clocks.png
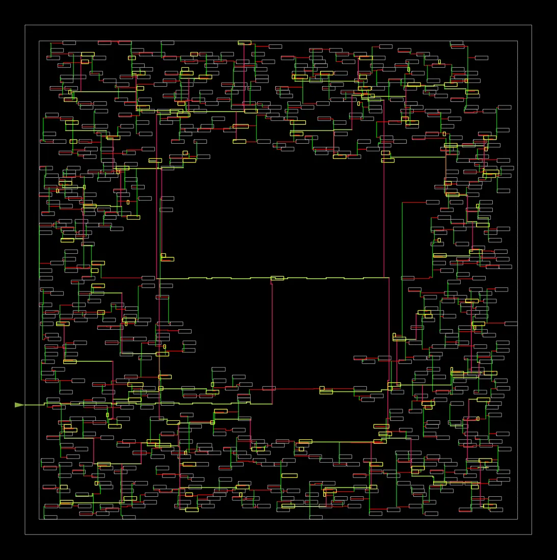
metal_density.png
36 x 36 tiles, from white (low) to dark blue (high), scaled to the fullest tile. Values are wire area over tile area, all layers added.
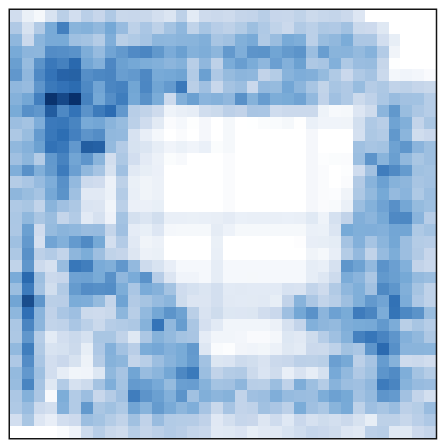
io_placement.png
Scale bar: 100 um. Pins as bars across the die edge, other pins in grey.
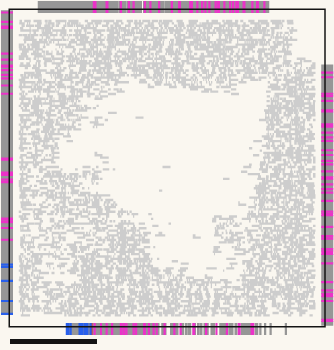
io_fan.png
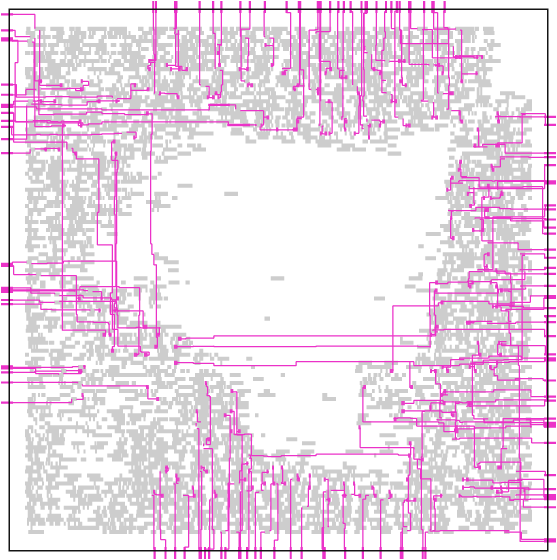
==> config.mk <==
export PLATFORM = sky130hd
export DESIGN_NAME = aes_mode_engine
export DESIGN_NICKNAME = d
export VERILOG_FILES = /design/src/rtl/aes_pkg.sv /design/src/rtl/aes_mode_engine.sv
export SDC_FILE = /design/constraint.sdc
export NUM_CORES = 2
export LEC_CHECK = 0
export CORE_AREA = 10 10 353 355
export CTS_CLUSTER_SIZE = 16
export DETAILED_ROUTE_END_ITERATION = 12
export DIE_AREA = 0 0 363 365
export PLACE_DENSITY = 0.63
export REMOVE_ABC_BUFFERS = 1
export SYNTH_ARGS = -nofsm -noshare
export SYNTH_HDL_FRONTEND = slang
export SYNTH_SLANG_ARGS = --single-unit
==> constraint.sdc <==
create_clock -name clk_i -period 2.2 [get_ports clk_i]
set_input_delay 0.44 -clock clk_i [delete_from_list [all_inputs] [get_ports clk_i]]
set_output_delay 0.44 -clock clk_i [all_outputs]
set_load 0.1 [all_outputs]
==> results_dict.tcl <==
# metrics dict for downstream scripts
set metrics [dict create \
    run_status "finished with violations" \
    failed_checks "setup timing" \
    register_area_um2 16800 \
    yosys.cell_count.top_type "nand2_1" \
    grtUsageMet2_pct 37.6 \
    grt_antenna_before_repair 43 \
    yosys-top-cells-area "dfrtp_1 50%, nand2_1 15%, xor2_1 6.9%, o21ai_0 5.8%, mux2_1 4.3%" \
    drcViolationCount 0 \
    cp_max_fo 12 \
    end_kind "output pin" \
    nFlopsAndLatches 672 \
    fmax_mhz 335 \
    dieArea_um2 132000 \
    ys_sh_xor_pct 7.05 \
    use_met1_pct 27.3 \
    top_area_share_pct 50.2 \
    crit_path_cell_trace "nand2b_4 -> nor2_4 -> buf_12 -> buf_12 -> buf_12 -> nand2_1 -> xor2_1 -> o21ai_1 -> buf_4 -> buf_12" \
    dominant_cells "sequential cells" \
    core_area_um2 117000 \
    grt_remaining_overflow 0 \
    worstHoldPathCells 3 \
    r2r_cells 6 \
    r2r_slack_ns -0.01 \
    cts_max_level 3 \
    setup_viol_count_final 136 \
    drv_slew 0 \
    ys_cells 3739 \
    fin_area_um2 52000 \
    timing.final.crit_share_pct 136 \
    ys_seq_share_pct 50.2 \
    drt-met1-wl_um 62300 \
    rsz0062_at_grt "true" \
    layout_setup_ws_ns -0.789 \
    n_antenna_cell 22 \
    grt.busiest_layer "met2" \
    cts_buffers 82 \
    worstSkewPairLatency_ns 0.66 \
    synth-edff-count 0 \
    nNetsFinal 5444 \
    max_slew_margin_pct 50.2 \
    clock_area_share_pct 5.24 \
    grt_max_degree 87 \
    cts_tree "done" \
    routed-wl-met2_um 76500 \
    area_share_nonclk_buffers_pct 27.9 \
    drt_iter0_drc 2620 \
    critPathMaxStageDelay_ns 0.38 \
    core.rowCount 126 \
    synth_cells 3739 \
    via_count 32000 \
    worstPathRequired_ns 1.76 \
    warning_count 27 \
]
-- clocks.png (at the start) --
clock skew: 0.0329 ns
# clk buffers: 116
clk sinks: 672

-- metal_density.png (at the start) --
emptiest ninth of the die: middle
densest ninth of the die: top left
nearly empty tiles: 10%
mean over tiles: 0.20
WL per Instance: 24.1 um
final wirelength: 158,000 um

-- io_placement.png (at the start) --
[blk_cnt_o] blue | pins: 16 | direction: output | edge: 11 bottom, 5 left
[in_vld_i] red | pins: 1 | direction: input | edge: bottom
[iv_i] magenta | pins: 128 | direction: input | edge: 42 right, 34 top, 27 bottom, 25 left
Die Y: 365 um
# port buffers: 930
Die W: 363 um

-- io_fan.png (at the start) --
[iv_i] magenta | bits: 128 | direction: input | end cells: 246 | wire: 11,900 um
IO Pins: 931

[cells in the final DEF (no fill, tap or decap), drive strengths merged, types with 5 or more instances in the layout]
master / n
nand2: 1341
buf: 824
dfrtp: 672
o21ai: 526
clkdlybuf4s50: 521
xor2: 263
mux2i: 131
mux2: 130
a22oi: 128
clkbuf: 124
nor2: 49
a21oi: 35
nor3: 25
diode: 22
nand3: 21
clkinv: 16
and3: 15
inv: 14
o22ai: 13
a211oi: 12
nand4: 12
o21a: 9
xnor2: 7
bufinv: 7
a21o: 7
and4: 7
a31oi: 6
and2: 5
or3: 5
nand2b: 5
[what timing repair did]
| action | 4_1_cts | 5_1_grt |
|---|---|---|
| pin swaps | 26 | 18 |
| gates cloned | 7 | 8 |
| hold buffers | 1 | 0 |
| resized | 204 | 49 |
| setup buffers | 25 | 15 |
| endpoints found under the hold margin | 9 | 0 |
| setup endpoints to repair | 134 | 172 |
[worst max-delay path: cells and delay by family (launching register included)]
kind	cells	cell delay (ns)
DFF	1	0.38
AOI/OAI and AO/OA	1	0.20
buffers and inverters	5	0.78
and+or+nand+nor	3	0.32
xor gates and xnor gates	1	0.14
[metrics by stage]
step           cells  TNS [ns]  util [%]
4_1_cts         6491    -94.31      43.9
2_1_floorplan   3479  -6077.79         -
3_5_place_dp    6315   -113.05      40.8
5_1_grt         6532   -102.34      44.3
3_3_place_gp    6315    -94.21      40.8
6_report        6535    -88.79      44.3
